**src/rtl/pipelined_adder.sv**
```systemverilog
// Pipelined add/subtract unit: WIDTH bits split into STAGES carry segments, one segment per stage,
// with a global stall driven by the valid/ready handshake at the output.
module pipelined_adder #(
    parameter int WIDTH  = 32,
    parameter int STAGES = 2
) (
    input  logic             clk,
    input  logic             rst_n,
    input  logic             in_valid,
    output logic             in_ready,
    input  logic [WIDTH-1:0] a,
    input  logic [WIDTH-1:0] b,
    input  logic             cin,
    input  logic             sub,
    output logic             out_valid,
    input  logic             out_ready,
    output logic [WIDTH-1:0] sum,
    output logic             cout,
    output logic             ovf,
    output logic             zero,
    output logic             neg
);
    localparam int SEG = WIDTH / STAGES;

    logic             en;
    logic             last_valid;
    logic [WIDTH-1:0] last_res;
    logic             last_carry;
    logic             last_cmsb;

    // Carry-lookahead add of one segment: every carry is a flat sum of generate/propagate terms.
    function automatic logic [SEG:0] cla_add(input logic [SEG-1:0] x, input logic [SEG-1:0] y,
                                             input logic c0);
        logic [SEG-1:0] g;
        logic [SEG-1:0] p;
        logic [SEG:0]   c;
        logic           term;
        g    = x & y;
        p    = x ^ y;
        c    = '0;
        c[0] = c0;
        for (int i = 0; i < SEG; i++) begin
            term = c0;
            for (int j = 0; j <= i; j++) term = term & p[j];
            c[i+1] = term;
            for (int j = 0; j <= i; j++) begin
                term = g[j];
                for (int k = j + 1; k <= i; k++) term = term & p[k];
                c[i+1] = c[i+1] | term;
            end
        end
        return {c[SEG], p ^ c[SEG-1:0]};
    endfunction

    assign en       = !last_valid || out_ready;
    assign in_ready = en;

    for (genvar gi = 0; gi < STAGES; gi++) begin : g_stage
        localparam int OPW = WIDTH - gi * SEG;  // operand bits not yet added
        localparam int LOW = gi * SEG;          // result bits already finished

        logic               v_in;
        logic               c_in;
        logic [OPW-1:0]     a_in;
        logic [OPW-1:0]     b_in;
        logic [SEG:0]       seg_sum;
        logic               valid_reg;
        logic               carry_reg;
        logic [LOW+SEG-1:0] res_reg;

        if (gi == 0) begin : g_first
            assign v_in = in_valid;
            assign c_in = cin;
            assign a_in = a;
            assign b_in = sub ? ~b : b;

            always_ff @(posedge clk) begin
                if (!rst_n) res_reg <= '0;
                else if (en) res_reg <= seg_sum[SEG-1:0];
            end
        end else begin : g_next
            assign v_in = g_stage[gi-1].valid_reg;
            assign c_in = g_stage[gi-1].carry_reg;
            assign a_in = g_stage[gi-1].g_fwd.a_hi;
            assign b_in = g_stage[gi-1].g_fwd.b_hi;

            always_ff @(posedge clk) begin
                if (!rst_n) res_reg <= '0;
                else if (en) res_reg <= {seg_sum[SEG-1:0], g_stage[gi-1].res_reg};
            end
        end

        assign seg_sum = cla_add(a_in[SEG-1:0], b_in[SEG-1:0], c_in);

        always_ff @(posedge clk) begin
            if (!rst_n) begin
                valid_reg <= 1'b0;
                carry_reg <= 1'b0;
            end else if (en) begin
                valid_reg <= v_in;
                carry_reg <= seg_sum[SEG];
            end
        end

        if (gi < STAGES - 1) begin : g_fwd
            logic [OPW-SEG-1:0] a_hi;
            logic [OPW-SEG-1:0] b_hi;

            always_ff @(posedge clk) begin
                if (!rst_n) begin
                    a_hi <= '0;
                    b_hi <= '0;
                end else if (en) begin
                    a_hi <= a_in[OPW-1:SEG];
                    b_hi <= b_in[OPW-1:SEG];
                end
            end
        end else begin : g_last
            logic cmsb_reg;

            // Carry into the MSB, recovered from the MSB's own sum bit.
            always_ff @(posedge clk) begin
                if (!rst_n) cmsb_reg <= 1'b0;
                else if (en) cmsb_reg <= a_in[SEG-1] ^ b_in[SEG-1] ^ seg_sum[SEG-1];
            end

            assign last_valid = valid_reg;
            assign last_res   = res_reg;
            assign last_carry = carry_reg;
            assign last_cmsb  = cmsb_reg;
        end
    end

    assign out_valid = last_valid;
    assign sum       = last_res;
    assign cout      = last_carry;
    assign ovf       = last_cmsb ^ last_carry;
    // Qualified by valid so an empty pipe reports all-zero flags rather than zero=1.
    assign zero      = last_valid & ~|last_res;
    assign neg       = last_res[WIDTH-1];
endmodule

```
**config.mk**
```make
export PLATFORM = sky130hd
export DESIGN_NAME = pipelined_adder
export DESIGN_NICKNAME = d
export VERILOG_FILES = /design/src/rtl/pipelined_adder.sv
export SDC_FILE = /design/constraint.sdc
export NUM_CORES = 1
export LEC_CHECK = 0
export CORE_MARGIN = 4
export CORE_UTILIZATION = 30
export CTS_BUF_LIST = sky130_fd_sc_hd__clkbuf_16
export CTS_CLUSTER_SIZE = 24
export DETAILED_ROUTE_END_ITERATION = 8
export SYNTH_ARGS = -nofsm -noshare
export SYNTH_HDL_FRONTEND = slang
export SYNTH_SLANG_ARGS = --single-unit
```
**constraint.sdc**
```tcl
create_clock -name clk -period 9.95 [get_ports clk]
set_input_delay 2.985 -clock clk [delete_from_list [all_inputs] [get_ports clk]]
set_output_delay 2.985 -clock clk [all_outputs]
set_load 0.01 [all_outputs]
```
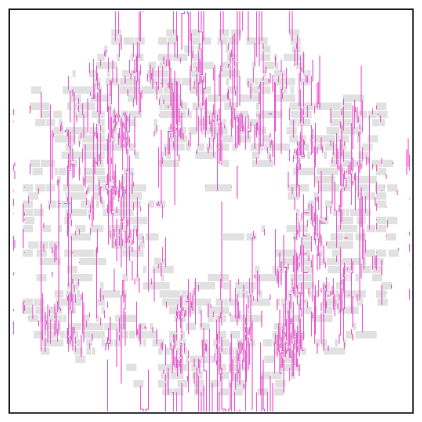
Figure 1: run 1, the metal 2 layer.
(3 px per um)
share of all routed wire: 46%
wire length on this layer: 5,720 um
nets with wire on the layer: 623
longest straight run: 49.0 um

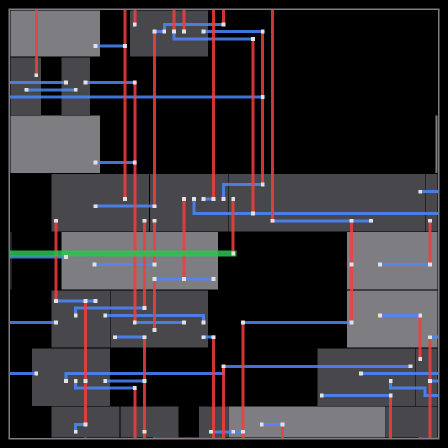
Figure 2: run 1, zoomed window.
Window x 91 to 111, y 91 to 111 um. Cells in grey, sequential cells in the stronger grey; small squares are vias.
| colour | layer |
|---|---|
| red | M2 |
| green | M3 |
| blue | M1 |
netlist names of flops here include: g_stage.g_fwd.b_hi (3), g_stage.g_fwd.a_hi (2)
most frequent: dfxtp_1 (6), ha_1 (4), o211a_1 (3)
cells with their middle in the window: 20
sequential cells in the window: 6

==> notes.org, run 1 <==
#+TITLE: Synthesis and PnR summary

** Route
- Average via count per standard cell :: about 5
- Summed over all nets, wire length on met2 after detailed routing comes to 5.72 mm.
- The first detailed-routing pass took 6 iterations.
- Length of routed wiring on met1 :: about 5.9 mm
- In the post-route report, total wirelength is listed as 12.5 mm.
- Detailed router's first-iteration violation count :: 193
- The routed design uses roughly 640 um of met3 wire.
- Highest routed metal layer :: met4
- The routed design shows a wire length per standard cell of roughly 15 um.
- The final route contains ~4.2k vias.
- In this run the remaining antenna-violating nets after routing total 0.

** STA
- Setup repair after global routing left no endpoint under its margin.
- Setup Viol. Count Final :: 0
- The final timing report lists a max-slew violation count of 0.
- Largest clock skew in the final design :: around 0.0045 ns
- Hold Slack :: approximately 0.46 ns
- Looking at the max-slew report, the worst-margin pin has a slew of roughly 0.90 ns.
- The clock period could shrink to between 7 and 8 ns.
- Relative slew slack :: 0.397
- Adding up every negative setup slack in the final design gives 0 ns.

** Hold path
- Min-Delay Path Depth :: 2
- In this run the worst hold path is classified as flop to flop.

** Placed design
- Per the placement log, port buffering inserted between 100 and 150 buffers.
- Global placement routability congestion :: about 0.76
- In the placement report, post-DP HPWL is listed as ~9 mm.

** Power
- Leak pwr :: 2.64 nW
- Power Dens Cells :: ~150 nW/um2
- Peak supply drop :: roughly 83 uV

** Finish
- Top Layout Cells :: 121 x sky130_fd_sc_hd__nand2_1, 105 x sky130_fd_sc_hd__clkdlybuf4s50_1, 85 x sky130_fd_sc_hd__dfxtp_1, 42 x sky130_fd_sc_hd__a21boi_0, 34 x sky130_fd_sc_hd__ha_1
- Measured on the finished design, the core utilization comes to 0.407.
- The top cell type in the final layout, fill and taps aside, is sky130_fd_sc_hd__nand2_1.
- The number of antenna diodes in the final layout is 0.
- Relative to the synthesized area, the layout overhead comes to 31.0%.
- Of the cells placed in the final design, the portion with a size suffix greater than 1 is 0.0463.
- At the end of the flow, the number of nets in the layout was 750.
- The register with the most flip-flops in the layout has 32 of them.

** Critical path
- Category of the worst setup path capture point :: output port
- For flop-to-flop paths, the worst setup slack is between 7 and 8 ns.
- The number of cells on the worst reg-to-reg path is 9.
- The data required time reported for the critical path is about 7 ns.
- Reg-to-reg critical path startpoint :: g_stage[0].g_fwd.a_hi[0]$_SDFFE_PN0P_
- Crit path launch type :: input pin
- Crit path to :: in_ready
- Per STA, the startpoint of the critical path is out_ready.

** GRT
- The initial antenna violation count was 0.
- The first global-routing pass estimated approximately 21 mm of wire.
- For this run the aggregate overflow at the end of global routing stands at 0.
- Entering global routing, the biggest net connects a little over 90 pins.
- Gr busiest metal :: met2
- The via count of the first global-routing pass is ~4.3k.
- For met3 alone, demand over resource in global routing was 0.0416.
- GR Layer Usage met1 :: 0.182

** Logic synthesis
- Before any placement, the netlist area is recorded as 4770 um2.
- In the synthesized netlist the async set-or-reset flop fraction comes to 0.
- Dominant flop cell :: sky130_fd_sc_hd__dfxtp_1
- At floorplan, the net count of the design was reported as around 660.
- The synthesized netlist contains 57 unique library cells.
- Ys cells :: about 560
- The share of the Yosys chip area taken by registers is 0.357.
- Number of enable-type register cells in the synthesized netlist :: 0
- The synthesis log from Yosys contains 0 warnings.
- The area recorded from the Yosys report for this design is between 4000 and 5000 um2.

** Clocking
- CTS reports a maximum clock tree buffer depth of 2.
- H-tree level count :: 3
- Once the clock tree was built, the setup fixing pass inserted 0 buffers.
- The report lists the number of cells resized after CTS as 0.
- CTS placed an instance of sky130_fd_sc_hd__clkbuf_16 at the clock tree root.
- Looking at the worst setup and hold paths, the clock pins of their registers show a slew of approximately 0.060 ns.
- According to the CTS report, the clock sink count is 85.
- For the worst-skew pair, the clock arrives at the later sink with an insertion delay of about 0.34 ns.
- Cts bufs inserted :: 9

** Die
- Area enclosed by the die boundary :: ~18,000 um2
- Vertical extent of the die :: 134 um
- Boundary pin count :: 108
- Core Footprint :: 15,400 um2
- In the floorplan report the effective utilization is 0.310.
- Row generation in the floorplan step produced between 40 and 50 rows.

** Outcome
- The run finished with clean final reports.

** Flow run
- The report counts max-capacitance violations totalling 0.
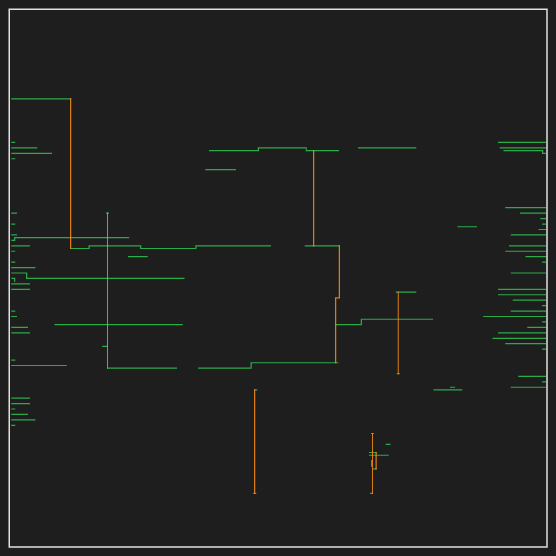
Figure 3: run 1, metal layers overlaid.
(4 px per um) Only two layers are drawn.
| colour | layer | wire length |
|---|---|---|
| green | M3 | 642 um |
| orange | M4 | 195 um |

[run 1: synthesized netlist by cell type, types with 7 or more instances]
cell type | number | area share
sky130_fd_sc_hd__a21boi_0 | 42 | 0.066
sky130_fd_sc_hd__o211a_1 | 20 | 0.042
sky130_fd_sc_hd__ha_1 | 34 | 0.089
sky130_fd_sc_hd__dfxtp_1 | 85 | 0.36
sky130_fd_sc_hd__o21ai_0 | 19 | 0.020
sky130_fd_sc_hd__xnor2_1 | 24 | 0.044
sky130_fd_sc_hd__nand3_1 | 20 | 0.021
sky130_fd_sc_hd__or3_1 | 7 | 0.0092
sky130_fd_sc_hd__o21a_1 | 8 | 0.013
sky130_fd_sc_hd__inv_1 | 13 | 0.010
sky130_fd_sc_hd__nand2_1 | 121 | 0.095
sky130_fd_sc_hd__clkbuf_1 | 30 | 0.024
sky130_fd_sc_hd__xor2_1 | 23 | 0.042
sky130_fd_sc_hd__and2_1 | 11 | 0.014
sky130_fd_sc_hd__a21oi_1 | 12 | 0.013
sky130_fd_sc_hd__nor2_1 | 11 | 0.0087
[run 1: power by group]
| part | internal (mW) | switching [mW] | total (mW) |
|---|---|---|---|
| clock network | 0.163 | 0.128 | 0.291 |
| registers | 0.380 | 0.0276 | 0.407 |
| logic | 0.132 | 0.117 | 0.248 |
[run 1: critical path, stage by stage]
cell,delay (ns)
sky130_fd_sc_hd__clkdlybuf4s50_1,0.51
sky130_fd_sc_hd__nor2b_4,0.06
sky130_fd_sc_hd__inv_2,0.05
sky130_fd_sc_hd__clkdlybuf4s50_1,0.53
[run 1: final cells by class]
cell class	instances	area [um2]
multi-input combinational	424	2890
tap	211	264
timing repair buffer	111	1090
clock inverter	6	23.8
inverter	13	48.8
clock buffer	9	225
fill	1562	9120
sequential	85	1700
[run 1: how the worst min path moves through the flow]
| stage | end | slack, ns | startpoint |
|---|---|---|---|
| floorplan | g_stage[0].res_reg[10]$_SDFFE_PN0P_ | 0.42 | g_stage[0].res_reg[10]$_SDFFE_PN0P_ |
| global placement | g_stage[0].res_reg[8]$_SDFFE_PN0P_ | 0.44 | g_stage[0].res_reg[8]$_SDFFE_PN0P_ |
| detailed placement | g_stage[0].res_reg[8]$_SDFFE_PN0P_ | 0.45 | g_stage[0].res_reg[8]$_SDFFE_PN0P_ |
| CTS | g_stage[0].res_reg[8]$_SDFFE_PN0P_ | 0.46 | g_stage[0].res_reg[8]$_SDFFE_PN0P_ |
| global route | sum[1]$_SDFFE_PN0P_ | 0.48 | g_stage[0].res_reg[1]$_SDFFE_PN0P_ |
| finish | g_stage[0].res_reg[8]$_SDFFE_PN0P_ | 0.46 | g_stage[0].res_reg[8]$_SDFFE_PN0P_ |
[run 1: per-stage QoR]
stage	cells	area (um2)	setup WS [ns]	power (mW)
after CTS	859	6250	2.80	0.962
final	859	6250	2.82	0.946
after detailed placement	844	6000	2.81	0.664
after global placement	844	6000	2.81	0.657
after floorplan	556	4770	3.13	0.561
after global routing	859	6250	2.78	1.00
[run 1: logic make-up after synthesis]
family / synth area share
AOI/OAI and AO/OA: 0.213
xor gates and xnor gates: 0.0863
and+or+nand+nor: 0.208
buffers and inverters: 0.0380
DFF: 0.357
adders and majority gates: 0.0976
Figure 4. Nets reached from selected ports (run 1).
(3 px per um)
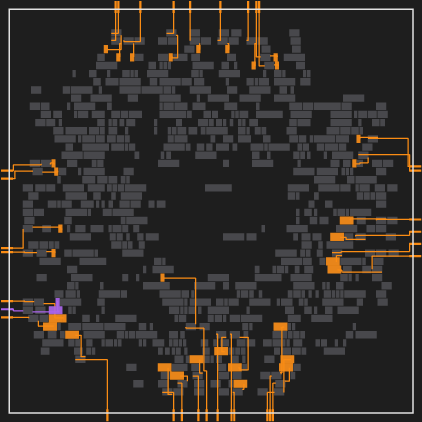

==> inputs of run 2 (changes only) <==
clock period = 6.65 ns   (was 9.95 ns; I/O delays follow)
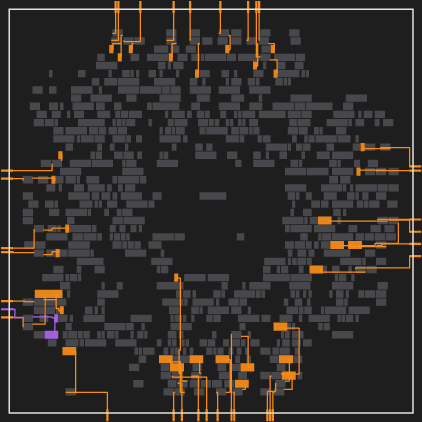
Figure 5: run 2, nets reached from selected ports.
(3 px per um)
| colour | port | direction | edge | end cells | buffers | wire |
|---|---|---|---|---|---|---|
| orange | a | input | 11 bottom, 9 top, 6 left, 6 right | 33 | 32 | 736 um |
| purple | cin | input | left | 2 | 1 | 20.1 um |

==> run 2 against run 1 <==
Net effect:
- sequential share of layout area hardly changed
- total power up 50%
- critical endpoint unchanged
- design area is 0.14% higher
- worst setup slack worse by 1.3 ns
- critical path type unchanged
- global-route usage hardly changed
==> notes.org, run 2 <==
#+TITLE: Synthesis and PnR summary

** Finish
- The flip-flop count of the largest register after layout is 32 (unchanged).
- Antenna diode count :: 0 (unchanged)
- Final Net Count :: 750 (unchanged)
- Leading cell type in the layout, fill and taps excluded :: sky130_fd_sc_hd__nand2_1
- Number of inserted filler cells in the final layout :: 1,538 (-1.5%)
- The fraction of layout instances using a drive strength above 1 came to 0.0493 (+0.00301).
- Top Layout Cells :: 121 x sky130_fd_sc_hd__nand2_1, 105 x sky130_fd_sc_hd__clkdlybuf4s50_1, 85 x sky130_fd_sc_hd__dfxtp_1, 42 x sky130_fd_sc_hd__a21boi_0, 34 x sky130_fd_sc_hd__ha_1
- Compared with the post-synthesis result, the final layout area differs by 31.2%.
- Final design utilization :: 0.407 (+0.000570)

** Logic synthesis
- The sequential fraction of the synthesis area was 0.357 (unchanged).
- The count of instantiated cells in the yosys netlist was 556 (unchanged).
- Top post-synthesis cells by area :: sky130_fd_sc_hd__dfxtp_1 36%, sky130_fd_sc_hd__nand2_1 9.5%, sky130_fd_sc_hd__ha_1 8.9%
- The fraction of post-synthesis cell area in the top cell type by area was 0.357 (unchanged).
- Top post-synthesis cells by count :: 121 x sky130_fd_sc_hd__nand2_1, 85 x sky130_fd_sc_hd__dfxtp_1, 42 x sky130_fd_sc_hd__a21boi_0, 34 x sky130_fd_sc_hd__ha_1, 30 x sky130_fd_sc_hd__clkbuf_1
- Number of nets in the synthesized netlist :: 662 (unchanged)
- Yosys warning tally :: 0 (unchanged)
- Count of different cell masters after synthesis :: 57 (unchanged)
- Number of enable-type register cells in the synthesized netlist :: 0 (unchanged)
- Chip area estimate from yosys synthesis :: 4770 um2 (unchanged)
- Post-synth design cell area :: 4770 um2 (unchanged)
- Top cell type by total area after synthesis :: sky130_fd_sc_hd__dfxtp_1
- Async set or reset register ratio after synthesis :: 0 (unchanged)

** Route
- The total via count in the routed design came to 4,180 (-0.31%).
- The wire length on met2 was 5.79 mm (+1.2%).
- The detailed-route wire length per cell is 14.6 um (+0.16%).
- Highest routed metal layer :: met4
- Total detailed-routing wirelength :: 12.5 mm (+0.28%)
- The number of routed nets with antenna violations came to 0 (unchanged).
- DR pass1 iterations :: 4 (-2)
- Average via count per standard cell :: 4.86 (-0.43%)
- The total length of routed met3 wires came to 831 um (+29%).
- The DRC marker count from the first detailed-route iteration was 233 (+21%).
- The detailed-route wire length on metal 1 was 5.77 mm (-2.8%).

** Flow run
- Number of maximum-capacitance constraint violations :: 0 (unchanged)

** GRT
- Largest net degree at the start of global routing :: 92 (-1.1%)
- The wire length of the first global-routing pass came to 20.6 mm (-1.3%).
- The total congestion overflow after global routing came to 0 (unchanged).
- Number of antenna violations at the first check in global routing :: 0 (unchanged)

** Critical path
- Crit Path Category :: input pin to output port
- The worst setup path is captured at an output port.
- CP required :: 4.66 ns (-2.31 ns)
- The path depth of the worst reg2reg path was 9 (unchanged).
- Crit path launch type :: input pin
- Crit-path max FO :: 2

** Hold path
- Min-delay worst type :: flop to flop
- Min-Delay Path Depth :: 2 (unchanged)

** Outcome
- The flow ran to the end, and the final reports show no timing, DRC or antenna violations.

** Power
- Power Dens Cells :: 227 nW/um2 (+50%)
- The worst supply voltage drop on vdd is 117 uV (+42%).
- The standby leakage power was 2.63 nW (-0.19%).

** Die
- The floorplan die area is 18,000 um2 (unchanged).
- Starting density of the core :: 0.310 (unchanged)
- Vertical extent of the die :: 134 um (unchanged)
- Core Footprint :: 15,400 um2 (unchanged)
- Number of standard-cell rows in the floorplan :: 45 (unchanged)

** Placed design
- Port buffer count :: 107 (unchanged)
- The pre-CTS setup slack is 1.49 ns (-1.32 ns).
- The final RePlAce weighted congestion was 0.777 (+1.9%).
- Detailed placer's ending HPWL :: 9.20 mm (+3.2%)

** STA
- The slew at the pin closest to its max-slew limit is 1.08 ns (+0.179 ns).
- The final count of negative-setup-slack endpoints was 0 (unchanged).
- The worst-case setup margin in the final layout was 1.50 ns (-1.32 ns).
- The setup total negative slack came to 0 ns (unchanged).
- The clock skew after layout was 0.00447 ns (+0.00000616 ns).
- Relative slew slack :: 0.278 (-0.119)
- The final timing report derives a shortest allowable period of approximately 5.1 ns.
- The max-slew violation count is 0 (unchanged).
- The smallest hold slack is 0.459 ns (+0.00244 ns).
- Post-route period utilization is reported as 0.774.
- RSZ-0062 raised after global routing :: false

** Clocking
- The clock-pin slew on the worst setup and hold paths came to 0.06 ns (about the same).
- Number of buffers on the longest clock path :: 2 (unchanged)
- The root buffer cell chosen for the clock tree is sky130_fd_sc_hd__clkbuf_16.
- The clock sink count came to 85 (unchanged).
- The number of H-tree levels is 3 (unchanged).
- Number of buffers added for setup after CTS :: 0 (unchanged)
- Cts bufs inserted :: 9 (unchanged)
- The clock latency at the later pin of the worst-skew pair was 0.34 ns (about the same).
- The post-cts gate resize count came to 0 (unchanged).
-- run 2: cell counts after synthesis --
No cell type changed its count.
-- run 2: cell families (layout without fill, tap and decap cells) --
logic type                 Yosys count  after routing  synth area share
buffers and inverters               47            140            0.0380
DFF                                 85             85             0.357
adders and majority gates           36             36            0.0976
xor gates and xnor gates            47             47            0.0863
AOI/OAI and AO/OA                  130            130             0.213
and+or+nand+nor                    211            211             0.208
-- run 2: per-stage QoR --
stage | cell area, um2 | instances
4_1_cts | 6260 | 860
3_3_place_gp | 6000 | 844
5_1_grt | 6260 | 860
2_1_floorplan | 4770 | 556
3_5_place_dp | 6000 | 844
6_report | 6260 | 860
-- run 2: path summary, 6_finish.rpt --
kind / start / endpoint / slack, ns
setup / recovery: out_ready / in_ready / 1.50
hold / removal: g_stage[0].res_reg[10]$_SDFFE_PN0P_ / g_stage[0].res_reg[10]$_SDFFE_PN0P_ / 0.46
setup reg to reg: g_stage[0].g_fwd.b_hi[0]$_SDFFE_PN0P_ / g_stage[1].g_last.cmsb_reg$_SDFFE_PN0P_ / 4.21
hold reg to reg: g_stage[0].res_reg[10]$_SDFFE_PN0P_ / g_stage[0].res_reg[10]$_SDFFE_PN0P_ / 0.46
-- run 2: cell type report --
cell class              count  area, um2  share of cell area
well taps                 211        264              0.0422
inverters                  13       48.8             0.00780
clock buffers               9        225              0.0360
multi-input cells         424       2890               0.463
repair buffers            111       1090               0.174
clock inverters             7       32.5             0.00520
flip-flops and latches     85       1700               0.272
-- run 2: critical path: stages --
cell                              delay, ns
sky130_fd_sc_hd__clkdlybuf4s50_1       0.51
sky130_fd_sc_hd__nor2b_4               0.06
sky130_fd_sc_hd__inv_2                 0.05
sky130_fd_sc_hd__clkdlybuf4s50_1       0.53
-- run 2: power by group --
part	leakage, nW	internal, mW	switching [mW]
clock network	0.125	0.246	0.195
registers	0.705	0.568	0.0405
logic	1.80	0.197	0.175
total	2.63	1.01	0.410
-- run 2: routing by layer --
layer,global-route usage,up-vias
met5,0,-
met1,0.182,1953
li1,-,2114
met4,0.0294,0
met2,0.233,103
met3,0.0548,10
Figure 6. Clock nets (run 2).
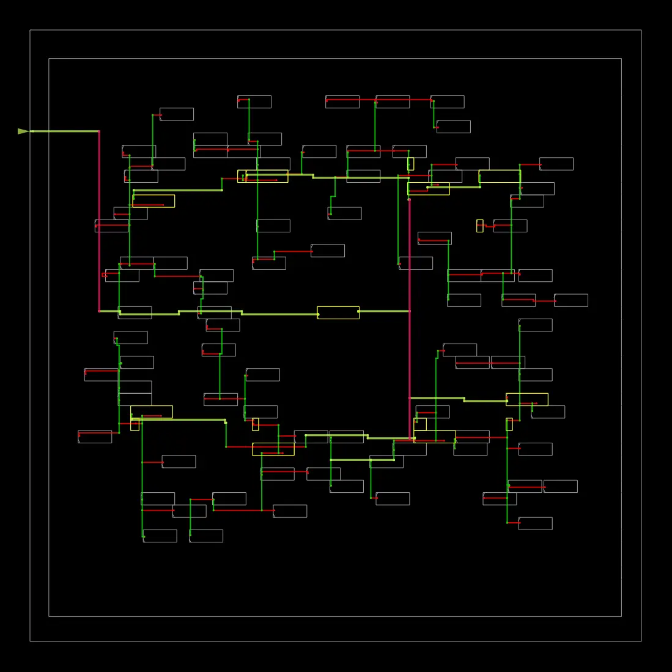

==> inputs of run 3 (changes only) <==
clock period = 5.2 ns   (was 6.65 ns; I/O delays follow)
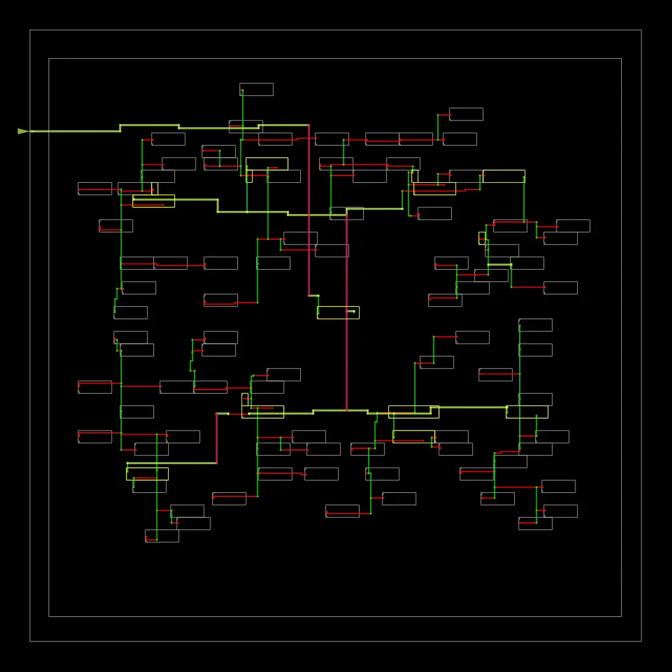
Figure 7: run 3, clock nets.
clk sinks: 85
largest clock skew in the final design: 0.00514 ns

==> run 3 against run 2 <==
Net effect:
- area after synthesis did not move
- combinational power rose by 27%
- sequential cell count did not move
- clock skew rose by 0.00067 ns
- cell count rose by 0.12%
- first-iteration DRC count fell by 8.2%
- die size did not move
- utilization rose by 0.20 points
- clock-buffer cell count did not move
==> notes.org, run 3 <==
#+TITLE: Synthesis and PnR summary

** Outcome
- The run finished with clean final reports.

** Critical path
- The biggest fanout along the worst timing path is 2 (unchanged).
- Crit path launch type :: input pin
- The worst register-to-register path begins at g_stage[0].g_fwd.a_hi[0]$_SDFFE_PN0P_.
- Depth of the worst register-to-register path :: 9 (unchanged)
- The worst setup path is captured at an output port.
- For the worst reg-to-reg path, the endpoint reported by OpenROAD is g_stage[1].g_last.cmsb_reg$_SDFFE_PN0P_.
- Critical Path Source :: out_ready
- The most critical setup path has its endpoint at in_ready.
- Crit Path Category :: input pin to output port
- CP required :: 3.64 ns (-1.02 ns)
- Data arrives at the worst endpoint at 2.73 ns.
- The worst setup slack for register-to-register paths was 2.73 ns (-1.48 ns).

** Logic synthesis
- Dominant flop cell :: sky130_fd_sc_hd__dfxtp_1
- The count of instantiated cells in the yosys netlist was 556 (unchanged).
- The synthesized design spends more area on one cell type than any other, namely sky130_fd_sc_hd__dfxtp_1.
- Count of different cell masters after synthesis :: 57 (unchanged)
- Main logic family :: AND-OR/OR-AND gates
- The area fraction in compound gates is 0.213 (unchanged).
- The net count after synthesis is 662 (unchanged).
- Yosys reports that the most numerous cell types are 121 x sky130_fd_sc_hd__nand2_1, 85 x sky130_fd_sc_hd__dfxtp_1, 42 x sky130_fd_sc_hd__a21boi_0, 34 x sky130_fd_sc_hd__ha_1, 30 x sky130_fd_sc_hd__clkbuf_1.
- Number of enable-type register cells in the synthesized netlist :: 0 (unchanged)
- Top post-synthesis cells by area :: sky130_fd_sc_hd__dfxtp_1 36%, sky130_fd_sc_hd__nand2_1 9.5%, sky130_fd_sc_hd__ha_1 8.9%
- Area share of xor/xnor cells in the synthesized design :: 0.0863 (unchanged)
- The sequential fraction of the synthesis area came to 0.357 (unchanged).
- Share of Yosys cell area claimed by the top area cell type :: 0.357 (unchanged)
- The yosys warning tally was 0 (unchanged).
- Avg Inst Size Synth :: about 8.6 um2
- The post-synthesis cell area came to 4770 um2 (unchanged).
- The arithmetic-cell share of the synthesized area counting full adders, half adders and majority gates is 0.0976 (unchanged).
- Synthesized instance count :: about 560
- Async set or reset register ratio after synthesis :: 0 (unchanged)
- The Yosys chip area was 4770 um2 (unchanged).
- Post-synthesis share of cell area spent on and, or, nand and nor gates :: 0.208 (unchanged)
- Multiplexer fraction of the synthesized cell area :: 0 (unchanged)

** STA
- Number of pins exceeding their max-slew limit in the final report :: 0 (unchanged)
- Setup repair after global routing left no endpoint under its margin.
- Final Hold Violation Tally :: 0
- In this build the clock could be raised as far as around 230 MHz.
- The setup total negative slack came to 0 ns (unchanged).
- The final timing summary puts the cycle share of the worst path at 0.825.
- Setup Viol. Count Final :: 0 (unchanged)
- The slew at the pin closest to its max-slew limit was 0.924 ns (-0.158 ns).
- Relative slew slack :: 0.384 (+0.106)
- Clock period minus worst slack :: 4.29 ns

** GRT
- Wire length of the first global-routing pass :: 20.9 mm (+1.5%)
- The initial antenna violation count was 0 (unchanged).
- Vias in the first global route :: roughly 4.2k
- The total congestion overflow after global routing is 0 (unchanged).
- The largest net degree at the start of global routing came to 92 (unchanged).

** Finish
- Leaving out fill and tap cells, the most frequent cell in the layout is sky130_fd_sc_hd__nand2_1.
- Synth-to-Final Area Change :: 31.8%
- Proportion of layout cells with a drive suffix above 1 :: 0.0492 (-0.0000759)
- Top Layout Cells :: 121 x sky130_fd_sc_hd__nand2_1, 105 x sky130_fd_sc_hd__clkdlybuf4s50_1, 85 x sky130_fd_sc_hd__dfxtp_1, 42 x sky130_fd_sc_hd__a21boi_0, 34 x sky130_fd_sc_hd__ha_1
- The number of standard cells in the layout, taps in and fillers out was 861 (+0.12%).
- Final design utilization :: 0.409 (+0.00204)
- The flip-flop count of the largest register after layout is 32 (unchanged).
- The number of nets in the finished design came to 752 (+0.27%).
- The final standard cell area without fillers is 6290 um2 (+0.50%).
- Antenna diode count :: 0 (unchanged)

** Die
- The height of the chip was 134 um (unchanged).
- Width of the die :: between 100 and 150 um
- The number of rows in the core area came to 45 (unchanged).
- The core footprint is 15,400 um2 (unchanged).
- Starting density of the core :: 0.310 (unchanged)
- Pin placement for this block handled approximately 110 I/O pins.
- Area enclosed by the die boundary :: 18,000 um2 (unchanged)

** Route
- The DRC marker count from the first detailed-route iteration was 214 (-8.2%).
- Antenna viol nets, final :: 0 (unchanged)
- The number of optimization iterations in the first detailed-route pass came to 4 (unchanged).
- Average via count per standard cell :: 4.84 (-0.45%)
- Routed via count :: 4,166 (-0.33%)
- The detailed-route wire length per cell came to 14.6 um (about the same).
- The total wirelength of the detailed-routed design came to 12.6 mm (+0.16%).
- The script parses the final routing iteration and logs DRC violations as 0.

** Clocking
- Clock tree synthesis selected as its root buffer the cell sky130_fd_sc_hd__clkbuf_16.
- The number of buffers added by the clock tree synthesis step came to 9 (unchanged).
- The number of setup buffers added after CTS came to 0 (unchanged).
- The number of H-tree levels came to 3 (unchanged).
- Skew-Pair Late Insertion Delay :: 0.34 ns (about the same)
- Post-CTS sizing :: 0 (unchanged)
- Clock tree from TritonCTS :: yes
- Quantity of hold-fixing buffers added after cts :: 0
- Number of buffers on the longest clock path :: 2 (unchanged)
- The clock-pin slew on the worst setup and hold paths is 0.06 ns (about the same).

** Power
- Power Dens Cells :: 296 nW/um2 (+30%)
- Part of the power in the clock network :: 0.326 (+0.016)
- The standby leakage power was 2.66 nW (+1.1%).
- The portion of total power attributed to sequential cells came to 0.419 (-0.009).
- The worst supply voltage drop on vdd came to 151 uV (+29%).
- The switching share of power is 0.280 (-0.00847).
- The switching power total came to 0.521 mW (+27%).
- Logic pwr share :: 0.255 (-0.007)
- The cell-internal power is 1.34 mW (+32%).

** Placed design
- The number of placed cells counting well taps came to 846 (+0.24%).
- The count of port buffers added during placement was 107 (unchanged).
- The placed wire-length estimate is 9.28 mm (+0.85%).
- Global placement routability congestion :: 0.808 (+4.0%)
- The area after detailed placement was 6010 um2 (+0.25%).

** Hold path
- According to the hold report, the worst path is of the flop to flop type.

** Flow run
- Number of maximum-capacitance constraint violations :: 0 (unchanged)
run 3: logic make-up (layout without fill, tap and decap cells):
family | after synthesis | after routing
flops | 85 | 85
fa+ha+maj | 36 | 36
compound gates | 130 | 130
simple gates | 211 | 211
buf+inv | 47 | 141
xor+xnor | 47 | 47
run 3: worst max-delay path, stage by stage:
cell	delay (ns)
sky130_fd_sc_hd__clkdlybuf4s50_1	0.52
sky130_fd_sc_hd__nor2b_4	0.06
sky130_fd_sc_hd__inv_2	0.05
sky130_fd_sc_hd__clkdlybuf4s50_1	0.53
run 3: power by group through the flow:
stage	registers [mW]	logic (mW)	clock network (mW)
2_1_floorplan	0.792	0.282	0
3_3_place_gp	0.792	0.468	0
3_5_place_dp	0.794	0.477	0
4_1_cts	0.780	0.481	0.624
5_1_grt	0.791	0.535	0.651
6_report	0.780	0.474	0.607
run 3: worst min-delay path by stage:
| stage | startpoint | to | slack, ns | depth (start not counted) |
|---|---|---|---|---|
| finish | g_stage[0].valid_reg$_SDFFE_PN0P_ | g_stage[0].valid_reg$_SDFFE_PN0P_ | 0.46 | 2 |
| global route | g_stage[0].res_reg[15]$_SDFFE_PN0P_ | g_stage[0].res_reg[15]$_SDFFE_PN0P_ | 0.48 | 2 |
| CTS | g_stage[0].res_reg[15]$_SDFFE_PN0P_ | g_stage[0].res_reg[15]$_SDFFE_PN0P_ | 0.46 | 2 |
| detailed placement | g_stage[0].res_reg[15]$_SDFFE_PN0P_ | g_stage[0].res_reg[15]$_SDFFE_PN0P_ | 0.45 | 2 |
| global placement | g_stage[0].res_reg[15]$_SDFFE_PN0P_ | g_stage[0].res_reg[15]$_SDFFE_PN0P_ | 0.44 | 2 |
| floorplan | g_stage[0].res_reg[10]$_SDFFE_PN0P_ | g_stage[0].res_reg[10]$_SDFFE_PN0P_ | 0.42 | 2 |
run 3: through the flow:
step | worst slack (ns) | power, mW | hold slack [ns]
after floorplan | 0.840 | 1.07 | 0.425
final | 0.909 | 1.86 | 0.464
after global routing | 0.871 | 1.98 | 0.477
after CTS | 0.892 | 1.89 | 0.462
after global placement | 0.914 | 1.26 | 0.445
after detailed placement | 0.903 | 1.27 | 0.447
run 3: area by class of cell:
type,instances,area [um2]
inverters,13,48.8
well taps,211,264
repair buffers,113,1110
multi-input cells,424,2890
fillers,1525,9080
clock inverters,6,48.8
flip-flops and latches,85,1700
clock buffers,9,225
run 3: layer usage:
metal | GRT usage | routed length (um) | vias up
li1 | - | - | 2120
met1 | 0.196 | 6180 | 1944
met2 | 0.226 | 5610 | 93
met3 | 0.0450 | 617 | 9
met4 | 0.0334 | 140 | 0
met5 | 0 | 0 | -
No activity file was given, so power comes from the tool's default toggle rates.
